### src/rtl/mem_access_stage_pkg.sv
// Shared MEM-stage definitions: fun3 access codes, the MEM FSM state type and
// the byte-lane helpers used to build data-memory requests.
package mem_access_stage_pkg;

  localparam logic [2:0] F3_B  = 3'd0;
  localparam logic [2:0] F3_H  = 3'd1;
  localparam logic [2:0] F3_W  = 3'd2;
  localparam logic [2:0] F3_BU = 3'd4;
  localparam logic [2:0] F3_HU = 3'd5;

  typedef enum logic {IDLE = 1'b0, ACCESS = 1'b1} state_e;

  // Unsigned variants exist only for loads; halves and words need natural alignment.
  function automatic logic legal_access(input logic [2:0] f3, input logic [1:0] off,
                                        input logic is_store);
    case (f3)
      F3_B:    return 1'b1;
      F3_H:    return ~off[0];
      F3_W:    return (off == 2'b00);
      F3_BU:   return ~is_store;
      F3_HU:   return ~is_store & ~off[0];
      default: return 1'b0;
    endcase
  endfunction

  function automatic logic [3:0] store_be(input logic [2:0] f3, input logic [1:0] off);
    case (f3[1:0])
      2'd0:    return 4'b0001 << off;
      2'd1:    return 4'b0011 << {off[1], 1'b0};
      default: return 4'b1111;
    endcase
  endfunction

  function automatic logic [31:0] lane_data(input logic [2:0] f3, input logic [31:0] wd);
    case (f3[1:0])
      2'd0:    return {4{wd[7:0]}};
      2'd1:    return {2{wd[15:0]}};
      default: return wd;
    endcase
  endfunction

endpackage

### src/rtl/mem_access_stage_load_extend.sv
// Load extension: aligns the addressed byte/half of a read word to bit 0 and
// sign- or zero-extends it according to fun3.
module load_extend
  import mem_access_stage_pkg::*;
(
  input  logic [31:0] rdata,
  input  logic [1:0]  offset,
  input  logic [2:0]  fun3,
  output logic [31:0] extended
);

  logic [31:0] w_shifted;

  always_comb begin
    w_shifted = rdata >> {offset, 3'b000};
    case (fun3)
      F3_B:    extended = {{24{w_shifted[7]}}, w_shifted[7:0]};
      F3_H:    extended = {{16{w_shifted[15]}}, w_shifted[15:0]};
      F3_BU:   extended = {24'd0, w_shifted[7:0]};
      F3_HU:   extended = {16'd0, w_shifted[15:0]};
      default: extended = w_shifted;
    endcase
  end

endmodule

### src/rtl/mem_access_stage.sv
// MEM pipeline stage: issues ready/valid data-memory transactions from EX/MEM,
// stalls upstream while the memory is busy and registers results into MEM/WB.
module mem_access_stage
  import mem_access_stage_pkg::*;
#(
  parameter int WAIT_LIMIT = 16
) (
  input  logic        clk,
  input  logic        rst,
  input  logic [31:0] alu_MEM,
  input  logic [31:0] writedata_MEM,
  input  logic [4:0]  rd_MEM,
  input  logic [2:0]  fun3_MEM,
  input  logic        memread_MEM,
  input  logic        memwrite_MEM,
  input  logic        memtoreg_MEM,
  input  logic        regwrite_MEM,
  output logic        dmem_req,
  output logic        dmem_we,
  output logic [31:0] dmem_addr,
  output logic [3:0]  dmem_be,
  output logic [31:0] dmem_wdata,
  input  logic        dmem_ready,
  input  logic [31:0] dmem_rdata,
  output logic        mem_stall,
  output logic [31:0] alu_WB,
  output logic [31:0] memdata_WB,
  output logic [4:0]  rd_WB,
  output logic        memtoreg_WB,
  output logic        regwrite_WB,
  output logic        misalign_WB,
  output logic        timeout_WB
);

  localparam int             CW   = $clog2(WAIT_LIMIT + 1);
  localparam logic [CW-1:0]  LAST = CW'(WAIT_LIMIT - 1);

  state_e        r_state;
  logic [CW-1:0] r_wait;
  logic [1:0]    r_off;

  logic        w_is_mem, w_legal, w_valid, w_done, w_tmo, w_load;
  logic [31:0] w_ext;

  assign w_is_mem = memread_MEM | memwrite_MEM;
  assign w_legal  = legal_access(fun3_MEM, alu_MEM[1:0], memwrite_MEM);
  assign w_valid  = w_is_mem & w_legal;
  assign w_load   = memread_MEM & ~memwrite_MEM;
  assign w_done   = (r_state == ACCESS) & dmem_ready;
  // Ready on the last allowed cycle wins over the timeout.
  assign w_tmo    = (r_state == ACCESS) & ~dmem_ready & (r_wait == LAST);

  assign mem_stall = ((r_state == IDLE) & w_valid) |
                     ((r_state == ACCESS) & ~w_done & ~w_tmo);

  // fun3 is stable from EX/MEM for the whole stall, so only the offset is latched.
  load_extend u_load_extend (
    .rdata    (dmem_rdata),
    .offset   (r_off),
    .fun3     (fun3_MEM),
    .extended (w_ext)
  );

  always_ff @(posedge clk) begin
    if (rst) begin
      r_state     <= IDLE;
      r_wait      <= '0;
      r_off       <= '0;
      dmem_req    <= 1'b0;
      dmem_we     <= 1'b0;
      dmem_addr   <= '0;
      dmem_be     <= '0;
      dmem_wdata  <= '0;
      alu_WB      <= '0;
      memdata_WB  <= '0;
      rd_WB       <= '0;
      memtoreg_WB <= 1'b0;
      regwrite_WB <= 1'b0;
      misalign_WB <= 1'b0;
      timeout_WB  <= 1'b0;
    end else begin
      alu_WB      <= '0;
      memdata_WB  <= '0;
      rd_WB       <= '0;
      memtoreg_WB <= 1'b0;
      regwrite_WB <= 1'b0;
      misalign_WB <= 1'b0;
      timeout_WB  <= 1'b0;
      case (r_state)
        IDLE: begin
          if (w_valid) begin
            r_state    <= ACCESS;
            r_wait     <= '0;
            r_off      <= alu_MEM[1:0];
            dmem_req   <= 1'b1;
            dmem_we    <= memwrite_MEM;
            dmem_addr  <= {alu_MEM[31:2], 2'b00};
            dmem_be    <= memwrite_MEM ? store_be(fun3_MEM, alu_MEM[1:0]) : 4'b1111;
            dmem_wdata <= lane_data(fun3_MEM, writedata_MEM);
          end else begin
            alu_WB      <= alu_MEM;
            rd_WB       <= rd_MEM;
            memtoreg_WB <= memtoreg_MEM & ~w_is_mem;
            regwrite_WB <= regwrite_MEM & ~w_is_mem;
            misalign_WB <= w_is_mem;
          end
        end
        ACCESS: begin
          if (w_done) begin
            r_state     <= IDLE;
            dmem_req    <= 1'b0;
            alu_WB      <= alu_MEM;
            rd_WB       <= rd_MEM;
            memtoreg_WB <= memtoreg_MEM;
            regwrite_WB <= regwrite_MEM;
            memdata_WB  <= w_load ? w_ext : 32'd0;
          end else if (w_tmo) begin
            r_state    <= IDLE;
            dmem_req   <= 1'b0;
            alu_WB     <= alu_MEM;
            rd_WB      <= rd_MEM;
            timeout_WB <= 1'b1;
          end else begin
            r_wait <= r_wait + 1'b1;
          end
        end
        default: r_state <= IDLE;
      endcase
    end
  end

endmodule
### config.mk
export PLATFORM = sky130hd
export DESIGN_NAME = mem_access_stage
export DESIGN_NICKNAME = d
export VERILOG_FILES = /design/src/rtl/mem_access_stage_pkg.sv /design/src/rtl/mem_access_stage_load_extend.sv /design/src/rtl/mem_access_stage.sv
export SDC_FILE = /design/constraint.sdc
export NUM_CORES = 1
export LEC_CHECK = 0
export ABC_AREA = 1
export CORE_ASPECT_RATIO = 0.7
export CORE_MARGIN = 2
export CORE_UTILIZATION = 30
export DETAILED_ROUTE_END_ITERATION = 12
export GPL_ROUTABILITY_DRIVEN = 0
export SYNTH_ARGS = -nofsm -noshare
export SYNTH_HDL_FRONTEND = slang
export SYNTH_SLANG_ARGS = --single-unit
export TNS_END_PERCENT = 30
### constraint.sdc
create_clock -name clk -period 6.55 [get_ports clk]
set_clock_uncertainty 0.2 [all_clocks]
set_input_delay 1.6375 -clock clk [delete_from_list [all_inputs] [get_ports clk]]
set_output_delay 1.6375 -clock clk [all_outputs]
set_load 0.01 [all_outputs]
==> images/pins.png <==
Drawn at 3 px/um. Pins as bars across the die edge, other pins in grey.
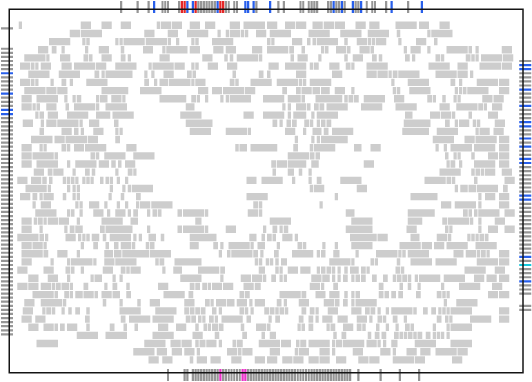
| colour | port | pins | direction | edge |
|---|---|---|---|---|
| cyan | `misalign_WB` | 1 | output | right |
| red | `rd_MEM` | 5 | input | top |
| blue | `alu_WB` | 32 | output | 14 right, 14 top, 4 left |
| magenta | `fun3_MEM` | 3 | input | bottom |

==> images/final_congestion.png <==
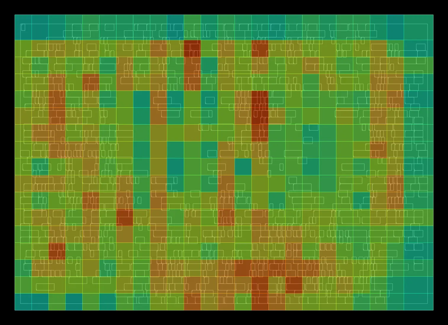
met2 capacity usage during global routing: 0.274
WL/cell: 15.0 um
met3 usage: 0.0818
most crowded layer after global routing: met2

==> images/zoom.png <==
Window x 73 to 98, y 24 to 49 um. Cells in grey, sequential cells in the stronger grey; small squares are vias.
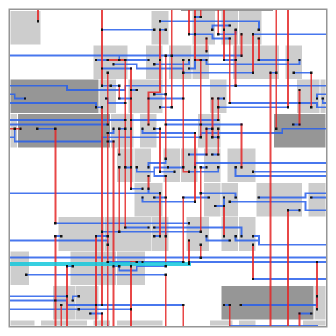
| colour | layer |
|---|---|
| blue | met1 |
| red | met2 |
| cyan | met3 |
cells with their middle in the window: 43
most frequent: nand2_1 (12), clkdlybuf4s50_1 (6), a21oi_1 (5)
sequential cells in the window: 4
netlist names of flops here include: `memdata_WB` (2)

==> images/registers.png <==
Drawn at 1.5 px/um. Other sequential cells in the stronger grey, the rest of the logic in the fainter grey.
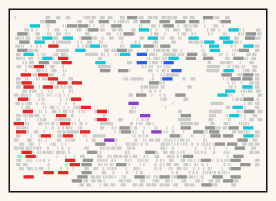
| colour | netlist name | flops |
|---|---|---|
| blue | `r_wait` | 5 |
| cyan | `dmem_addr` | 30 |
| red | `dmem_wdata` | 32 |
| purple | `dmem_be` | 4 |
not coloured: 78
share of the core filled with cells in the final layout: 0.475
power in sequential cells: 969 uW
Seq area share: 0.331
area taken by flip-flops and latches: 0.00298 mm^2

==> images/gate_families.png <==
Drawn at 1.5 px/um.
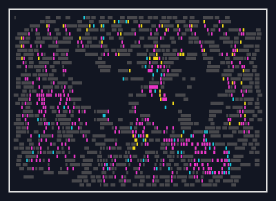
| colour | family | cells | where |
|---|---|---|---|
| cyan | inverters | 54 | all over the die |
| magenta | NAND gates | 332 | all over the die |
| yellow | NOR gates | 54 | all over the die |

==> run notes <==
The synthesis and place-and-route flow finished, so here is a summary.

The count of cells resized by post-cts repair is 0. In the final layout, the share of cells above drive strength 1 is 0.0513. The synthesis report names the predominant flop master as dfxtp_1. The count of tool warnings came out at 26.

The count of yosys warnings during synthesis is 0. For this design, the slowest cell found on the critical path is clkdlybuf4s50_1. The detailed-routed wire length on met3 is approximately 2.1 mm. The met1 capacity usage during global routing came out at 0.259. The post-route met1 wirelength came out at about 9.1 mm. The net switching power of the design is just over 600 uW. The largest incremental delay on the critical path is about 0.58 ns. The worst-case hold slack came out at between 0.2 and 0.3 ns. VDD sags by at most approximately 0.13 mV. The pin closest to its max-slew limit shows a slew of roughly 0.95 ns. The number of hold buffers added after cts is 0. The length of routed met2 wiring is 8.08 mm. Counting flops with a built-in enable in the synthesized netlist gives 0.

The kind of launch point of the worst setup path is an input port. Timing would allow up to 0.190 GHz. The beginning of the worst hold path is dmem_addr[29]. The run finished with clean final reports. The sort of element at the end of the critical path is an output port. The total iterations of the first detailed-routing run came out at 5. The global-route congestion overflow total came out at 0. The latest clock arrival within the worst-skew pair came out at around 0.41 ns. The peak fanout along the critical path is 19. The number of cells traversed by the worst hold path is 2. The final layout net count is about 1100. The global-route wire length before repair is just over 30 mm. The number of setup violations in the final report is 0. Dividing total power by cell area gives a power density of roughly 250 mW/mm^2. The clock transition at the registers of the reported paths came out at 0.07 ns. According to the hold report, the worst path is of the register to register type. The number of core rows came out at roughly 42. TritonCTS created 17 clock buffers. The distinct cell type count of the synthesized netlist came out at 26. Yosys stat counts just under 800 cells in the synthesized netlist. The count of buffer and inverter cells on the critical path came out at 4. The synthesized netlist occupies a cell area of between 0.005 and 0.006 mm^2.

Yosys instantiated no cell more often than nand2_1. The post-route minimum period came out at 5.27 ns. Total global-route track usage over all layers is 0.189. In the layout the commonest cells are 291 x nand2_1, 251 x clkdlybuf4s50_1, 149 x dfxtp_1, 89 x a21oi_1, 48 x nor2_1. The top-level port count came out at 255.

The horizontal die dimension is about 170 um. The largest net degree at the start of global routing is about 76. The worst-case reg-to-reg path depth is 7. The setup fix buffers added after clock tree synthesis came out at 0. The worst endpoint required time is ~4.7 ns. The largest buffer count on any clock path is 2. The capture point of the critical path was reported as mem_stall. The proportion of register bits with asynchronous set or reset after synthesis came out at 0.

The top routing layer in use is met4. The vias per cell came out at about 4.5. The cell count after placement came out at 1265. The critical register-to-register path startpoint is r_off[0]. The dominant delay contributor by cell family on the critical path is buffers and inverters. The TritonCTS clock tree is done. The combinational cell power came out at roughly 350 uW.

The part of the total power dissipated in sequential elements is 0.432. Per STA, the worst path is made up of clkdlybuf4s50_1 > buf_4 > inv_4 > nand3_1 > nand2_1 > nand3_4 > nand2_1 > clkdlybuf4s50_1. The post-detailed-placement half-perimeter wirelength came out at 13.8 mm. The total internal power is roughly 1.6 mW.
final cells by class:
cell class | instances | area (um^2) | area share
multi-input combinational | 540 | 2360 | 0.263
tap | 264 | 330 | 0.0367
clock inverter | 13 | 109 | 0.0121
clock buffer | 19 | 453 | 0.0503
inverter | 54 | 205 | 0.0228
sequential | 149 | 2980 | 0.331
timing repair buffer | 258 | 2560 | 0.284
cells by family after synthesis:
logic type,count (synthesis),synth area share
adder cells (fa/ha/maj),2,0.00429
flip-flops,149,0.511
AND-OR/OR-AND,148,0.133
buffers and inverters,108,0.0857
other,1,0.000642
XOR/XNOR,1,0.00150
AND/OR/NAND/NOR,387,0.264
metrics by stage:
stage	setup slack (ns)	cell area, um^2
after global routing	1.13	9010
final	1.28	9010
after global placement	1.25	8450
after floorplan	2.29	5840
after detailed placement	1.25	8450
after CTS	1.24	9010
Power figures rest on the tool's default switching activity, not on a simulated workload.
